### Congestion heat map, run 1

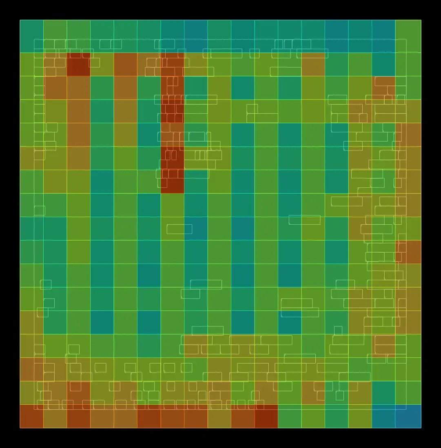
### Logic cells by family, run 1

Scale bar: 20 um.
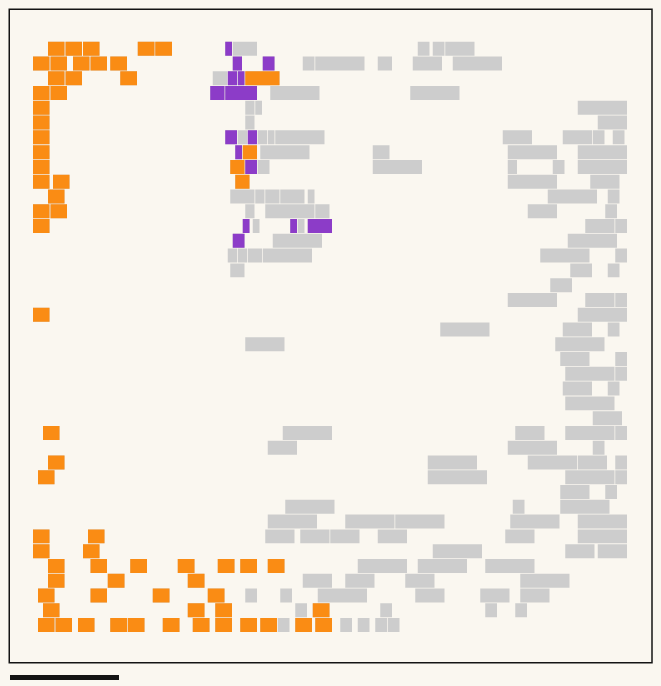
### Cell area per tile, run 1

The die is cut into 12 by 12 equal tiles; dark blue is low, red is high, 0 to 100% covered.
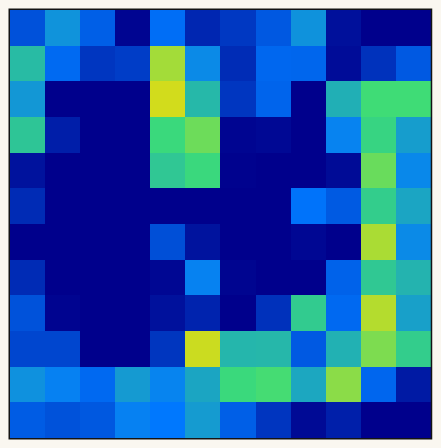
==> src/rtl/pipe_dmem_arbiter.sv <==
// Shares the single-ported data memory between the MEM stage and an external port; define PIPE_DMEM_ARB_RR_EN for round-robin.
// Latency: each access takes WAIT_STATES+1 cycles; ext_ack pulses the cycle after the last access cycle.
// Backpressure: pipe_stall freezes the pipeline until its access completes; the external side holds ext_req until ext_ack.
module pipe_dmem_arbiter #(
    parameter int WAIT_STATES = 1
) (
    input  logic        clock,
    input  logic        reset,
    input  logic        mwmem,
    input  logic        mm2reg,
    input  logic [31:0] malu,
    input  logic [31:0] mb,
    input  logic        ext_req,
    input  logic        ext_we,
    input  logic [31:0] ext_addr,
    input  logic [31:0] ext_wdata,
    input  logic [31:0] mem_rdata,
    output logic [31:0] mem_addr,
    output logic [31:0] mem_wdata,
    output logic        mem_we,
    output logic [31:0] pipe_rdata,
    output logic        pipe_stall,
    output logic        ext_gnt,
    output logic        ext_ack,
    output logic [31:0] ext_rdata
);
    localparam logic [1:0] IDLE = 2'd0;
    localparam logic [1:0] PIPE = 2'd1;
    localparam logic [1:0] EXT  = 2'd2;
    localparam logic [3:0] LAST_CNT = 4'(WAIT_STATES);

    logic [1:0]  state, state_nxt;
    logic [3:0]  cnt, cnt_nxt;
    logic        preq;
    logic        ext_win;
    logic        own_pipe;
    logic        own_ext;
    logic        last;
    logic        ext_ack_q;
    logic [31:0] ext_rdata_q;

    assign preq = mwmem | mm2reg;
    // cnt is held at 0 while idle, so the arbitration cycle is also cycle 0 of the access
    assign last = (cnt == LAST_CNT);

`ifdef PIPE_DMEM_ARB_RR_EN
    logic rr;

    always_ff @(posedge clock or posedge reset) begin
        if (reset) begin
            rr <= 1'b0;
        end else if (state == IDLE && ext_win) begin
            rr <= 1'b0;
        end else if (own_pipe && last && ext_req) begin
            rr <= 1'b1;
        end
    end

    assign ext_win = ext_req & (~preq | rr);
`else
    assign ext_win = ext_req & ~preq;
`endif

    // Owner decode; reset suppresses ownership so every output drops immediately
    always_comb begin
        own_pipe = 1'b0;
        own_ext  = 1'b0;
        if (!reset) begin
            case (state)
                IDLE: begin
                    own_ext  = ext_win;
                    own_pipe = preq & ~ext_win;
                end
                PIPE:    own_pipe = 1'b1;
                EXT:     own_ext  = 1'b1;
                default: ;
            endcase
        end
    end

    always_comb begin
        state_nxt = state;
        cnt_nxt   = cnt;
        if (own_pipe || own_ext) begin
            if (last) begin
                state_nxt = IDLE;
                cnt_nxt   = 4'd0;
            end else begin
                state_nxt = own_pipe ? PIPE : EXT;
                cnt_nxt   = cnt + 4'd1;
            end
        end else if (state != IDLE) begin
            state_nxt = IDLE;
            cnt_nxt   = 4'd0;
        end
    end

    always_ff @(posedge clock or posedge reset) begin
        if (reset) begin
            state       <= IDLE;
            cnt         <= 4'd0;
            ext_ack_q   <= 1'b0;
            ext_rdata_q <= 32'd0;
        end else begin
            state     <= state_nxt;
            cnt       <= cnt_nxt;
            ext_ack_q <= own_ext & last;
            if (own_ext && last && !ext_we) begin
                ext_rdata_q <= mem_rdata;
            end
        end
    end

    // A combined load+store request is a store because mwmem drives the strobe directly
    always_comb begin
        mem_addr  = 32'd0;
        mem_wdata = 32'd0;
        mem_we    = 1'b0;
        if (own_pipe) begin
            mem_addr  = malu;
            mem_wdata = mb;
            mem_we    = mwmem & last;
        end else if (own_ext) begin
            mem_addr  = ext_addr;
            mem_wdata = ext_wdata;
            mem_we    = ext_we & last;
        end
    end

    assign pipe_stall = preq & ~reset & ~(own_pipe & last);
    assign pipe_rdata = (own_pipe && last) ? mem_rdata : 32'd0;
    assign ext_gnt    = own_ext;
    assign ext_ack    = ext_ack_q;
    assign ext_rdata  = ext_rdata_q;

endmodule
==> config.mk <==
export PLATFORM = sky130hd
export DESIGN_NAME = pipe_dmem_arbiter
export DESIGN_NICKNAME = d
export VERILOG_FILES = /design/src/rtl/pipe_dmem_arbiter.sv
export SDC_FILE = /design/constraint.sdc
export NUM_CORES = 1
export LEC_CHECK = 0
export CAP_MARGIN = 20
export CORE_AREA = 4 4 114 116
export DETAILED_ROUTE_END_ITERATION = 7
export DIE_AREA = 0 0 118 120
export DONT_BUFFER_PORTS = 1
export PLACE_DENSITY_LB_ADDON = 0.25
export SLEW_MARGIN = 0
export SYNTH_ARGS = -nofsm -noshare
export SYNTH_HDL_FRONTEND = slang
export SYNTH_SLANG_ARGS = --single-unit
==> constraint.sdc <==
create_clock -name clock -period 6.85 [get_ports clock]
set_clock_uncertainty 0.2 [all_clocks]
set_input_delay 1.0275 -clock clock [delete_from_list [all_inputs] [get_ports clock]]
set_output_delay 1.0275 -clock clock [all_outputs]
set_load 0.05 [all_outputs]
==> out/results.txt, run 1 <==
Status: finished clean
Pleak: 1.51 nW
# nets final: 386
Peak VDD IR: 0.000127 V
Finished Layout Cells: 366
Flop count: 39
CP startpoint: reset
Netlist cell types: 30
Ys cells: 236
Seq/total area: 0.340
Synth Area in Adders: 0.00954
Non-CTS buffers: 2
Post_cts resized: 0
Vias: 2086
Tmin final: 4.64 ns
R2r startpoint: state[1]$_DFFE_PP0P_
Number of enable flip-flop cells: 0
Largest net degree at the start of global routing: 75
Syn_nets: 404
Synthesized instance count: 236
MI comb cells: 167
Hold Path Sink: cnt[3]$_DFFE_PP0P_
Flop area: 976 um^2
Top non-seq family: AND-OR/OR-AND gates
Period utilization: 0.678
Final instance area: 0.00287 mm^2
DR top layer: met4
Number of CTS-inserted buffers: 5
Synth flops: 39
HP Class: flip-flop to flip-flop
Synthesis area per yosys: 0.00262 mm^2
Area after DPL: 0.00270 mm^2
Clock share of power: 0.164
Max power group: sequential cells
CORE AREA: 0.0119 mm^2
Comb power frac: 0.370
CP Class: input pin to primary output
Top delay family on crit path: AND-OR/OR-AND gates
Fraction of area in non-clock buffers: 0.00523
Yosys warns: 0
Cts hold-fix bufs: 0
Switching pwr: 0.000924 W
Clock-cell share: 0.0588
P_clk: 0.000264 W
Crit end category: primary output
Flop pwr share: 0.466
Aoi share: 0.252
Critical path buffers and inverters: 1
GP Congestion: 0.858
Worst-path clk slew: 0.05 ns
Crit path DRT: 5.62 ns
DRC Markers: 0
Slowest CP cell: o211a_4
Initial Util: 0.220
Internal Power: 0.000687 W
Antenna diode count: 0
Synth mux share: 0.180
Clock Path Buffers: 2
Vias in the first global route: 2043
Die Wd: 118 um
Hold Worst Slack: 0.336 ns
Crit-path max FO: 69
Clk latency late pin: 0.28 ns
Arrival time at the worst endpoint: 3.42 ns
P_seq: 0.000751 W
Combinational gate power: 0.000597 W
Via density per instance: 5.70
First-pass GRT wire length: 15300 um
Critical-path cell list: inv_2, o211a_4, a22oi_1, nor2_1
Post-DP HPWL: 9180 um
Die area: 0.0142 mm^2
Sw frac: 0.574
Slew HR: 0.400
Non-clk invs: 3
Clk sinks: 39
Rows: 40
Met1 wire length: 4250 um
Logic share of the area: 0.528
Clk root buf: clkbuf_16
Setup TNS Final: 0 ns
DR WL met2: 5310 um
Cell count after placement: 358
FMAX: 0.215 GHz
Final Util: 0.241
Endpoints failing hold: 0
Max incr delay on CP: 0.86 ns
1st-pass router iterations: 6
Cell area after synthesis: 0.00262 mm^2
Dominant flop cell: dfrtp_1
WL final: 11200 um
Tally of OpenROAD warnings: 27
Logic area: 0.00152 mm^2
Final setup vio count: 0
Asr flop ratio synth: 1.00
Tot Pwr: 0.00161 W
Final Max-Slew Violation Tally: 0
Worst setup margin: 2.21 ns
Notes on 'Congestion heat map' above:
routed length per instance: 30.5 um
GRT busiest layer: met2
grt met3 use: 0.0782
met2 GRT Util: 0.235

Notes on 'Logic cells by family' above:
non-inverting ao/oa cells: shown in orange, cells 68, most used a22o_1. nor cells: shown in purple, cells 15, most used nor2_1.

Notes on 'Cell area per tile' above:
The emptiest ninth of the die: middle left. The mean over all tiles is 19%. 33% of the tiles are nearly empty. The fullest tile reaches 69%.

[run 1: cells in the mapped netlist (2+ instances only)]
cell | instances | share of area
nor3b_1 | 2 | 0.0057
nand2_1 | 2 | 0.0029
buf_6 | 3 | 0.013
a22o_1 | 64 | 0.21
dfrtp_1 | 39 | 0.37
o21ai_0 | 5 | 0.0095
nand3_1 | 2 | 0.0038
mux2_4 | 30 | 0.17
and2_1 | 2 | 0.0048
buf_2 | 9 | 0.017
o31ai_1 | 3 | 0.0086
mux2_2 | 2 | 0.0086
a21o_1 | 2 | 0.0057
nor2_1 | 5 | 0.0072
nor3_1 | 3 | 0.0057
and3_1 | 32 | 0.076
ha_1 | 2 | 0.0095
buf_4 | 2 | 0.0057
nor2b_1 | 3 | 0.0072
clkbuf_1 | 13 | 0.019
inv_1 | 2 | 0.0029
==> run 2, diff against run 1 <==
Clock period 6.85 ns to 3.9 ns, I/O delays scaled along.
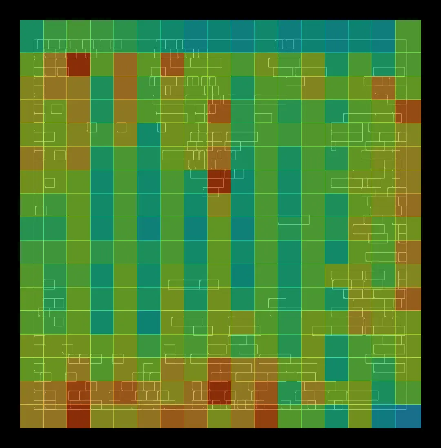
*Congestion heat map, run 2*
gr usage total: 0.147
grt met3 use: 0.0778
met1 usage: 0.171
Final Util: 0.248
met2 GRT Util: 0.238

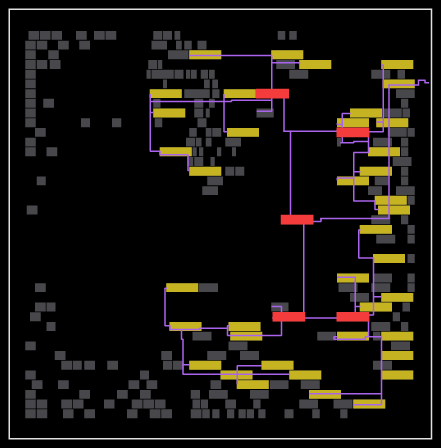
*Clock distribution, run 2*
flip-flops: shown in yellow, count 39. clock wires: shown in purple, length 647 um. clock-net drivers: shown in red, count 5.
There are 6 routed clock nets.

==> run 2 against run 1 <==
Against the previous run: register-to-register slack worse by 2.9 ns; via count increased by 2.5%; cell count increased by 3.6%; sequential power rose by 76%; highest routed layer unchanged; hold slack got worse by 0.21 ns; area after synthesis stayed put.
==> out/results.txt, run 2 <==
Post-DP HPWL: 9250 um (+0.75%)
Period utilization: 0.811
CP Class: flip-flop to primary output
Crit end category: primary output
Synth flops: 39 (unchanged)
Fraction of area in non-clock buffers: 0.0381 (+0.0329)
CP startpoint: state[1]$_DFFE_PP0P_
Tally of OpenROAD warnings: 27 (unchanged)
HP Class: input pin to async pin
Aoi share: 0.252 (unchanged)
Sw frac: 0.575 (+0.00162)
Final setup vio count: 0 (unchanged)
Critical path buffers and inverters: 1 (unchanged)
Cell count after placement: 371 (+3.6%)
Non-clk invs: 3 (unchanged)
Synth Area in Adders: 0.00954 (unchanged)
Cts hold-fix bufs: 0 (unchanged)
Most frequent cell after synthesis: a22o_1
Vias: 2138 (+2.5%)
Logic share of the area: 0.513 (-0.0152)
Tot Pwr: 0.00283 W (+76%)
Crit path DRT: 3.12 ns (-2.50 ns)
Slowest CP cell: buf_4
Synth cell count leaders: a22o_1 (64), dfrtp_1 (39), and3_1 (32)
Top area cell types: dfrtp_1 (37%), a22o_1 (21%), mux2_4 (17%)
Flop area: 976 um^2 (unchanged)
Arrival time at the worst endpoint: 2.38 ns (-1.04 ns)
Asr flop ratio synth: 1.00 (unchanged)
Seq/total area: 0.330 (-0.00978)
Syn_nets: 404 (unchanged)
Logic area: 0.00152 mm^2 (unchanged)
DRC Markers: 0 (unchanged)
Top delay family on crit path: buffers and inverters
Worst r2r path cells: 3
Combinational gate power: 0.00109 W (+83%)
Crit-path max FO: 97 (+41%)
Final instance area: 0.00296 mm^2 (+3.0%)
Antenna diode count: 0 (unchanged)
Synthesis area per yosys: 0.00262 mm^2 (unchanged)
Post_cts resized: 0 (unchanged)
Endpoints failing hold: 0 (unchanged)
Share of cells above drive strength 1: 0.259
Switching pwr: 0.00163 W (+76%)
Flop pwr share: 0.466 (about the same)
Netlist cell types: 30 (unchanged)
Finished Layout Cells: 379 (+3.6%)
Status: finished clean
Hold Worst Slack: 0.122 ns (-0.214 ns)
# nets final: 399 (+3.4%)
Via density per instance: 5.64 (-1.0%)
Peak VDD IR: 0.000245 V (+93%)
Die Wd: 118 um (unchanged)
Clk sinks: 39 (unchanged)
Internal Power: 0.00120 W (+75%)
FMAX: 0.316 GHz
Final Max-Slew Violation Tally: 0 (unchanged)
1st-pass router iterations: 4 (-2)
Routed length per instance: 29.5 um (-3.3%)
Clock-cell share: 0.0529 (-0.00592)
Max-area cell share: 0.372 (unchanged)
Synth mux share: 0.180 (unchanged)
Clk root buf: clkbuf_16
Worst-path clk slew: 0.06 ns (about the same)
WL final: 11200 um (+0.13%)
Clock Path Buffers: 2 (unchanged)
Dominant flop cell: dfrtp_1
Worst setup margin: 0.735 ns (-1.47 ns)
Setup TNS Final: 0 ns (unchanged)
Number of enable flip-flop cells: 0 (unchanged)
Rows: 40 (unchanged)
GP Congestion: 0.865 (+0.79%)
Ys cells: 236 (unchanged)
Top non-seq family: AND-OR/OR-AND gates
First-pass GRT wire length: 15600 um (+1.7%)
Synthesized instance count: 236 (unchanged)
Clock share of power: 0.151 (-0.013)
Yosys warns: 0 (unchanged)
Critical-path cell list: nor3_4, buf_4, a22o_1
Max incr delay on CP: 0.70 ns (-0.16 ns)
P_clk: 0.000429 W (+63%)
Number of CTS-inserted buffers: 5 (unchanged)
Die area: 0.0142 mm^2 (unchanged)
Cell area after synthesis: 0.00262 mm^2 (unchanged)
Non-CTS buffers: 15 (+13)
Max power group: sequential cells
Flop count: 39 (unchanged)
Area after DPL: 0.00280 mm^2 (+3.6%)
Tmin final: 3.16 ns
CORE AREA: 0.0119 mm^2 (unchanged)
R2r startpoint: state[1]$_DFFE_PP0P_
Slew HR: 0.410 (+0.0103)
==> run 2: cell counts after synthesis <==
No cell type changed its count.
==> run 2: worst min-delay path by stage <==
stage,from,to,cells after the start
CTS,reset,ext_ack$_DFF_PP0_,2
floorplan,cnt[3]$_DFFE_PP0P_,cnt[3]$_DFFE_PP0P_,1
finish,reset,ext_ack$_DFF_PP0_,2
global placement,cnt[3]$_DFFE_PP0P_,cnt[3]$_DFFE_PP0P_,1
global route,reset,state[0]$_DFFE_PP0P_,1
detailed placement,cnt[3]$_DFFE_PP0P_,cnt[3]$_DFFE_PP0P_,1
==> run 2: layer usage <==
layer | track usage | up-vias | wire length [um]
li1 | - | 898 | -
met1 | 0.171 | 1063 | 4250
met2 | 0.238 | 167 | 5350
met3 | 0.0778 | 10 | 1480
met4 | 0.0366 | 0 | 113
met5 | 0 | - | 0
Power figures rest on the tool's default switching activity, not on a simulated workload.
